$ cat src/rtl/universal_shift_reg.sv
// rtl/universal_shift_reg.sv - parametrised universal shift register with counted burst-shift engine
//
// Purpose:
//   WIDTH-bit register supporting hold, shift left/right, parallel load,
//   rotate left/right and (optionally) arithmetic right shift, plus a burst
//   engine that performs burst_len serial shifts autonomously after a start.
//
// Optional feature macro: SHIFT_ARITH_EN
//   defined   -> mode 3'b101 is an arithmetic right shift
//   undefined -> mode 3'b101 holds, no sign-replication logic
//
// Ports:
//   clk        in  1        rising-edge clock
//   reset      in  1        synchronous, active-high
//   mode       in  3        operation select (idle and start=0 only)
//   sin_l      in  1        serial input into q[0] on left shifts
//   sin_r      in  1        serial input into q[WIDTH-1] on right shifts
//   par_in     in  WIDTH    parallel load data
//   start      in  1        burst request, sampled only when idle
//   burst_len  in  BURST_W  number of burst shifts, captured with start
//   burst_dir  in  1        burst direction: 0 = left, 1 = right
//   q          out WIDTH    register contents
//   sout_msb   out 1        q[WIDTH-1]
//   sout_lsb   out 1        q[0]
//   busy       out 1        burst in progress
//   done       out 1        one-cycle burst-complete pulse

module universal_shift_reg #(
  parameter int WIDTH   = 8,
  parameter int BURST_W = 4
) (
  input  logic               clk,
  input  logic               reset,
  input  logic [2:0]         mode,
  input  logic               sin_l,
  input  logic               sin_r,
  input  logic [WIDTH-1:0]   par_in,
  input  logic               start,
  input  logic [BURST_W-1:0] burst_len,
  input  logic               burst_dir,
  output logic [WIDTH-1:0]   q,
  output logic               sout_msb,
  output logic               sout_lsb,
  output logic               busy,
  output logic               done
);

  typedef enum logic {
    ST_IDLE  = 1'b0,
    ST_BURST = 1'b1
  } state_t;

  state_t             state_q, state_d;
  logic [WIDTH-1:0]   data_q, data_d;
  logic [BURST_W-1:0] cnt_q, cnt_d;
  logic               dir_q, dir_d;
  logic               done_q, done_d;

  // Single-step shift results shared by mode operations and the burst engine.
  logic [WIDTH-1:0] shl_val;
  logic [WIDTH-1:0] shr_val;
  logic [WIDTH-1:0] mode_val;

  assign shl_val = {data_q[WIDTH-2:0], sin_l};
  assign shr_val = {sin_r, data_q[WIDTH-1:1]};

  always_comb begin
    mode_val = data_q;
    case (mode)
      3'b001:  mode_val = shl_val;
      3'b010:  mode_val = shr_val;
      3'b011:  mode_val = par_in;
      3'b100:  mode_val = {data_q[WIDTH-2:0], data_q[WIDTH-1]};
`ifdef SHIFT_ARITH_EN
      3'b101:  mode_val = {data_q[WIDTH-1], data_q[WIDTH-1:1]};
`else
      3'b101:  mode_val = data_q;
`endif
      3'b110:  mode_val = {data_q[0], data_q[WIDTH-1:1]};
      default: mode_val = data_q;
    endcase
  end

  // State register
  always_ff @(posedge clk) begin
    if (reset) begin
      state_q <= ST_IDLE;
      data_q  <= '0;
      cnt_q   <= '0;
      dir_q   <= 1'b0;
      done_q  <= 1'b0;
    end else begin
      state_q <= state_d;
      data_q  <= data_d;
      cnt_q   <= cnt_d;
      dir_q   <= dir_d;
      done_q  <= done_d;
    end
  end

  // Next-state logic
  always_comb begin
    state_d = state_q;
    data_d  = data_q;
    cnt_d   = cnt_q;
    dir_d   = dir_q;
    done_d  = 1'b0;
    case (state_q)
      ST_IDLE: begin
        if (start) begin
          // A zero-length burst completes immediately without touching q.
          if (burst_len == '0) begin
            done_d = 1'b1;
          end else begin
            state_d = ST_BURST;
            cnt_d   = burst_len;
            dir_d   = burst_dir;
          end
        end else begin
          data_d = mode_val;
        end
      end
      ST_BURST: begin
        data_d = dir_q ? shr_val : shl_val;
        cnt_d  = cnt_q - 1'b1;
        // cnt_q == 1 means this edge performs the final shift.
        if (cnt_q == {{(BURST_W-1){1'b0}}, 1'b1}) begin
          state_d = ST_IDLE;
          done_d  = 1'b1;
        end
      end
      default: begin
        state_d = ST_IDLE;
      end
    endcase
  end

  // Outputs
  always_comb begin
    q        = data_q;
    sout_msb = data_q[WIDTH-1];
    sout_lsb = data_q[0];
    busy     = (state_q == ST_BURST);
    done     = done_q;
  end

endmodule
$ cat config.mk
export PLATFORM = sky130hd
export DESIGN_NAME = universal_shift_reg
export DESIGN_NICKNAME = d
export VERILOG_FILES = /design/src/rtl/universal_shift_reg.sv
export SDC_FILE = /design/constraint.sdc
export NUM_CORES = 1
export LEC_CHECK = 0
export ABC_CLOCK_PERIOD_IN_PS = 1600
export CORE_MARGIN = 1.5
export CORE_UTILIZATION = 45
export CTS_CLUSTER_SIZE = 30
export DETAILED_ROUTE_END_ITERATION = 8
export HOLD_SLACK_MARGIN = 0.08
export PLACE_DENSITY = 0.79
export SYNTH_ARGS = -nofsm -noshare
export SYNTH_HDL_FRONTEND = slang
export SYNTH_SLANG_ARGS = --single-unit
$ cat constraint.sdc
create_clock -name clk -period 1.6 [get_ports clk]
set_input_delay 0.16 -clock clk [delete_from_list [all_inputs] [get_ports clk]]
set_output_delay 0.16 -clock clk [all_outputs]
set_load 0.05 [all_outputs]
Fig. 1: run 1, signal wires by layer
Bar = 20 um. Two of the layers only.
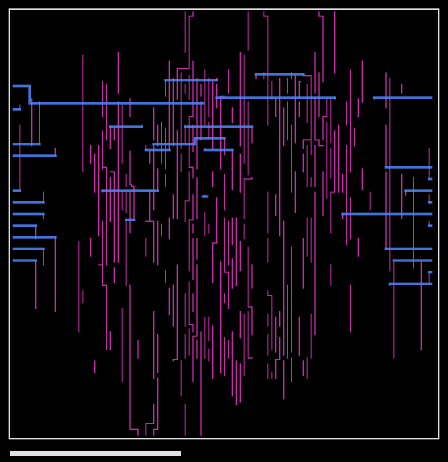
Blue is metal 3, wire length 154 um. Magenta is metal 2, wire length 1190 um.

Fig. 2: run 1, clock wiring as the flow saved it
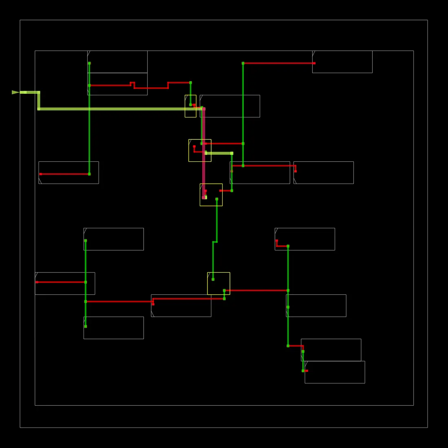
Setup Skew: 0.00485 ns
Late-Pin Clk Latency: 0.28 ns
clk sink count: 15
CTS buffer count: 3
count of clock buffers in the final design: 4

Fig. 3: run 1, register map, names as in the netlist
Bar = 20 um.
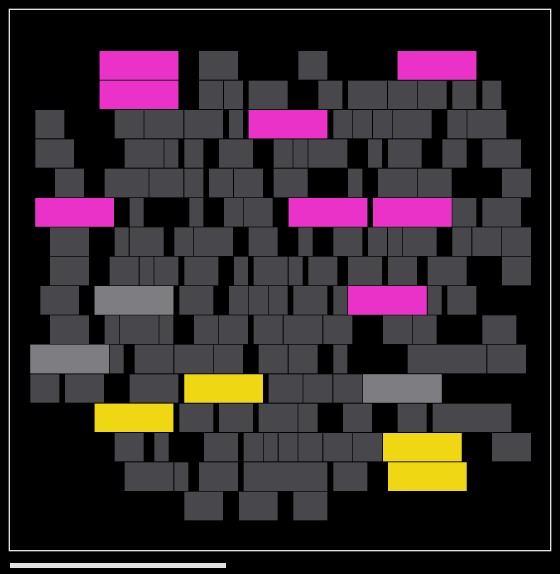
Yellow is cnt_q, sequential cells 4. Magenta is q, sequential cells 8.

Fig. 4: run 1, cell classes on the final placement
Fill, decap, tap and diode cells in grey.
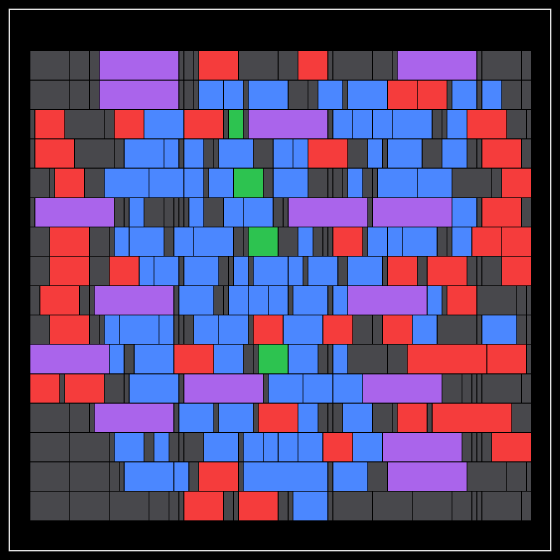
Purple is sequential cells, cells 15. Green is clock drivers and dummy loads, cells 4. Blue is combinational and other logic, cells 93. Red is remaining buffers and delay cells, cells 42.

==> results.py, run 1 <==
# Generated from Yosys and OpenROAD reports
metrics = {
    "critical_path": {
        "cp.arrival_ns": 1.66,
        "reg2reg_from": "busy$_SDFF_PP0_",
        "critPathSlowestCell": "dfxtp_1",
        "path_cells": "buf_12, nand2_2, nand2_1, o22a_1, a32o_1",
        "timing.rr.end": "q[4]$_SDFFE_PP0P_",
        "path_depth": 5,
        "crit_path_start": "busy$_SDFF_PP0_",
        "crit_path_end_kind": "flip-flop",
    },
    "logic_synthesis": {
        "synth_flops": 15,
        "synth_cell_types": 38,
        "ff_type": "dfxtp_1",
        "yosys-top-cells-count": "dfxtp_1, nor2_1, a21oi_1",
        "yosys_warnings": 0,
        "yosysCellCount": 116,
        "synth.logic.top_family": "AND-OR/OR-AND gates",
        "post-synth-top-area-cell": "dfxtp_1",
        "ys_seq_share_pct": 30.2,
        "async_flop_share_pct": 0,
        "aoi_share_pct": 34.1,
        "fp_nets": 139,
        "simple_gate_share_pct": 20.5,
        "yosys_area_sq_um": 995,
        "most_common_cell": "dfxtp_1",
    },
    "floorplan": {
        "initCoreUtil_pct": 49.2,
        "chipArea_sq_um": 2500,
        "die_h_um": 50.0,
        "fp.dieW_um": 50.0,
        "rows": 16,
        "io_pins": 33,
        "tap_cells": 27,
    },
    "global_route": {
        "grtUsageMet2_pct": 37.3,
        "grt-busiest-layer": "met2",
        "grt_max_degree": 17,
        "antenna_found_initial": 0,
        "grt_pass1_vias": 1021,
        "met3_usage_pct": 3.03,
        "met1_usage_pct": 30.2,
        "grt_use_total_pct": 22.3,
    },
    "power": {
        "sw_frac_of_total_pct": 35.8,
        "pwr-share-comb_pct": 38.7,
        "clkPwrFrac_pct": 20.1,
        "powerDensity_nw_per_um2": 783,
        "internal_power_uw": 697,
    },
    "timing": {
        "slew_headroom_pct": 71.9,
        "clock.fmax_ghz": 0.673,
        "fin_setup_tns_ns": 0,
        "worst_slew_pin_slew_ns": 0.420,
        "hold_viol": 0,
        "rsz0062_at_grt": "false",
        "worst_slack_ns": 0.115,
    },
    "placement": {
        "hpwl_um": 2010,
        "dpl.cell_count": 177,
        "dp_slack_ns": -0.115,
        "placed_area_sq_um": 1360,
        "globalplace.congestion": 0.807,
        "port_buffers": 32,
    },
    "routing": {
        "via_count": 1053,
        "met2RoutedLength_um": 1190,
        "wl_met3_um": 153,
        "drc": 0,
        "wl_met1_um": 1220,
        "antenna_left": 0,
        "drt_wl_total_um": 2580,
    },
    "min_path": {
        "min_to": "dir_q$_SDFFE_PP0P_",
        "holdPathStages": 3,
    },
    "final_layout": {
        "nFlopsAndLatches": 15,
        "fin_area_sq_um": 1390,
        "largest_reg_flops": 8,
        "nNonClkInverters": 5,
        "drive_gt1_share_pct": 22.1,
        "sh_seq_area_pct": 21.7,
        "antenna_cells": 0,
        "seq_area_sq_um": 300,
        "stdcell_count": 181,
        "logic_area_sq_um": 617,
        "largest_cell_class": "combinational gates",
        "buffers": 42,
    },
    "clocking": {
        "htreeDepth": 1,
        "cts_setup_buffers": 0,
        "clk_pin_slew_worst_paths_ns": 0.09,
        "cts_resized": 0,
        "cts_tree": "yes",
    },
    "job": {
        "tool_warnings": 27,
        "cap_violations": 0,
    },
    "run_status": {
        "status": "completed",
    },
}
==> run 2: changes to the inputs <==
Settings changed: CAP_MARGIN set to 20.
Fig. 5: run 2, clock network drawn from the DEF
Bar = 20 um.
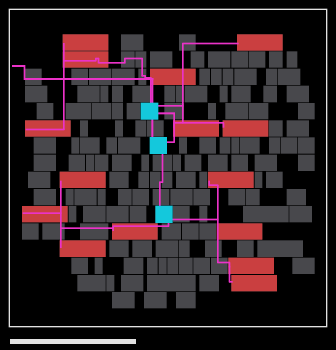
Magenta is clock wires, length 199 um. Red is flip-flops, count 15. Cyan is clock drivers, count 3.
Position of the flops: all over the die.

==> results.py, run 2 <==
# Generated from Yosys and OpenROAD reports
metrics = {
    "run_status": {
        "status": "completed",
    },
    "critical_path": {
        "startpoint_type": "flip-flop",
        "cp.arrival_ns": 1.66,
        "path_cells": "buf_12, nand2_2, nand2_1, o22a_1, a32o_1",
        "timing.rr.end": "q[4]$_SDFFE_PP0P_",
        "endpoint": "q[4]$_SDFFE_PP0P_",
        "worst_path_dominant_cell_family": "AND-OR/OR-AND gates",
        "critPathSlowestCell": "dfxtp_1",
        "crit_required_ns": 1.77,
        "cp.buffers_inverters": 1,
        "rrSetupSlack_ns": 0.11,
        "crit_type": "reg2reg",
        "path_depth": 5,
        "rr_worst_depth": 5,
        "crit_path_start": "busy$_SDFF_PP0_",
        "crit_path_end_kind": "flip-flop",
        "reg2reg_from": "busy$_SDFF_PP0_",
        "crit_fanout": 16,
    },
    "clocking": {
        "htreeDepth": 1,
        "cts_tree": "yes",
        "insertion_delay_ns": 0.28,
        "clk_pin_slew_worst_paths_ns": 0.09,
        "cts_resized": 0,
        "cts_setup_buffers": 0,
        "ctsHoldBuffers": 0,
        "clockBufferDepth": 2,
        "cts-buffers-inserted": 3,
        "cts-root-buf": "clkbuf_4",
        "cts_sinks": 15,
    },
    "power": {
        "internal_power_uw": 697,
        "p_sw_uw": 389,
        "p_seq_uw": 448,
        "leakage_nw": 0.530,
        "powerDensity_nw_per_um2": 783,
        "pwr-share-seq_pct": 41.2,
        "clkPwrFrac_pct": 20.1,
        "ir_worst_vdd_mv": 0.554,
        "power-top-group": "sequential cells",
        "power.total_mw": 1.09,
        "pwr-share-comb_pct": 38.7,
        "sw_frac_of_total_pct": 35.8,
        "comb_power_uw": 420,
    },
    "floorplan": {
        "fp.dieW_um": 50.0,
        "tap_cells": 27,
        "io_pins": 33,
        "core_area_sq_um": 2020,
        "initCoreUtil_pct": 49.2,
        "chipArea_sq_um": 2500,
        "die_h_um": 50.0,
        "rows": 16,
    },
    "logic_synthesis": {
        "syn_inst": 116,
        "synth.top_cell.area_share_pct": 30.2,
        "avgSynthCellArea_sq_um": 8.58,
        "fp_nets": 139,
        "yosys-mux-area-fraction_pct": 3.14,
        "simple_gate_share_pct": 20.5,
        "yosys_area_sq_um": 995,
        "edf_count": 0,
        "ff_type": "dfxtp_1",
        "aoi_share_pct": 34.1,
        "post-synth-top-area-cell": "dfxtp_1",
        "synth_area_sq_um": 995,
        "ys_seq_share_pct": 30.2,
        "yosysCellCount": 116,
        "yosys-top-cells-count": "dfxtp_1, nor2_1, a21oi_1",
        "synth.logic.top_family": "AND-OR/OR-AND gates",
        "async_flop_share_pct": 0,
        "synthXorXnorAreaFrac_pct": 1.76,
        "synth_flops": 15,
        "fa_ha_area_share_pct": 2.52,
        "most_common_cell": "dfxtp_1",
        "synth_cell_types": 38,
        "yosys_warnings": 0,
    },
    "placement": {
        "dp_slack_ns": -0.115,
        "globalplace.congestion": 0.807,
        "dpl.cell_count": 177,
        "hpwl_um": 2010,
        "placed_area_sq_um": 1360,
        "port_buffers": 32,
    },
    "routing": {
        "dr.pass1.iters": 4,
        "wl_met1_um": 1220,
        "drt_wl_total_um": 2580,
        "wl_met3_um": 153,
        "antenna_left": 0,
        "post_drt_wl_per_cell_um": 14.2,
        "drc": 0,
        "met2RoutedLength_um": 1190,
        "via_count": 1053,
        "drtIter0Drc": 30,
        "highest_layer": "met4",
        "via_per_inst": 5.82,
    },
    "timing": {
        "period_used_pct": 92.8,
        "fin_setup_tns_ns": 0,
        "worst_slack_ns": 0.115,
        "finalSetupViolations": 0,
        "skew_ns": 0.00485,
        "rsz0062_at_grt": "false",
        "hold-worst-slack_ns": 0.509,
        "hold_viol": 0,
        "slew_viol_final": 0,
        "worst_slew_pin_slew_ns": 0.420,
        "fin_crit_ns": 1.49,
        "clock.fmax_ghz": 0.673,
        "slew_headroom_pct": 71.9,
    },
    "global_route": {
        "grt_overflow": 0,
        "grt_pass1_vias": 1021,
        "grt_use_total_pct": 22.3,
        "antenna_found_initial": 0,
        "met3_usage_pct": 3.03,
        "grt_max_degree": 17,
        "grt-busiest-layer": "met2",
        "grtUsageMet2_pct": 37.3,
        "met1_usage_pct": 30.2,
    },
    "final_layout": {
        "lay_top_cells": "clkdlybuf4s50_1, buf_4, dfxtp_1",
        "antenna_cells": 0,
        "n_fill_cell": 177,
        "fin_area_sq_um": 1390,
        "fin_nets": 178,
        "seq_area_sq_um": 300,
        "comb.multi_input.count": 88,
        "final_util_pct": 68.6,
        "nNonClkInverters": 5,
        "stdcell_count": 181,
        "drive_gt1_share_pct": 22.1,
        "largest_cell_class": "combinational gates",
        "comb_share_pct": 44.5,
        "clk_share_pct": 1.90,
        "logic_area_sq_um": 617,
        "largest_reg_flops": 8,
        "bufAreaShareNonClock_pct": 28.2,
        "final.clkbuf_count": 4,
        "sh_seq_area_pct": 21.7,
        "synthToLayoutAreaGrowth_pct": 39.4,
        "buffers": 42,
    },
    "min_path": {
        "hold_start": "burst_dir",
        "min_to": "dir_q$_SDFFE_PP0P_",
        "holdPathStages": 3,
    },
    "job": {
        "tool_warnings": 27,
        "cap_violations": 0,
    },
}
Fig. 6: run 2, clock wiring as the flow saved it
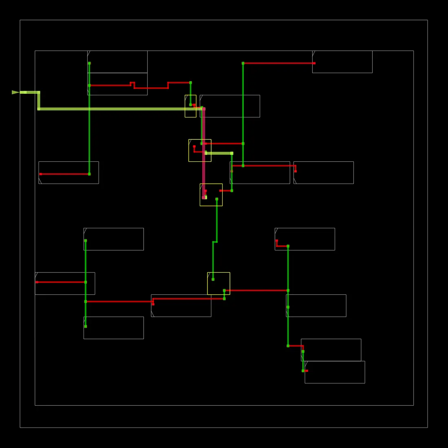
power in the clock group: 218 uW
seq_cells: 15

No activity file was given, so power comes from the tool's default toggle rates.
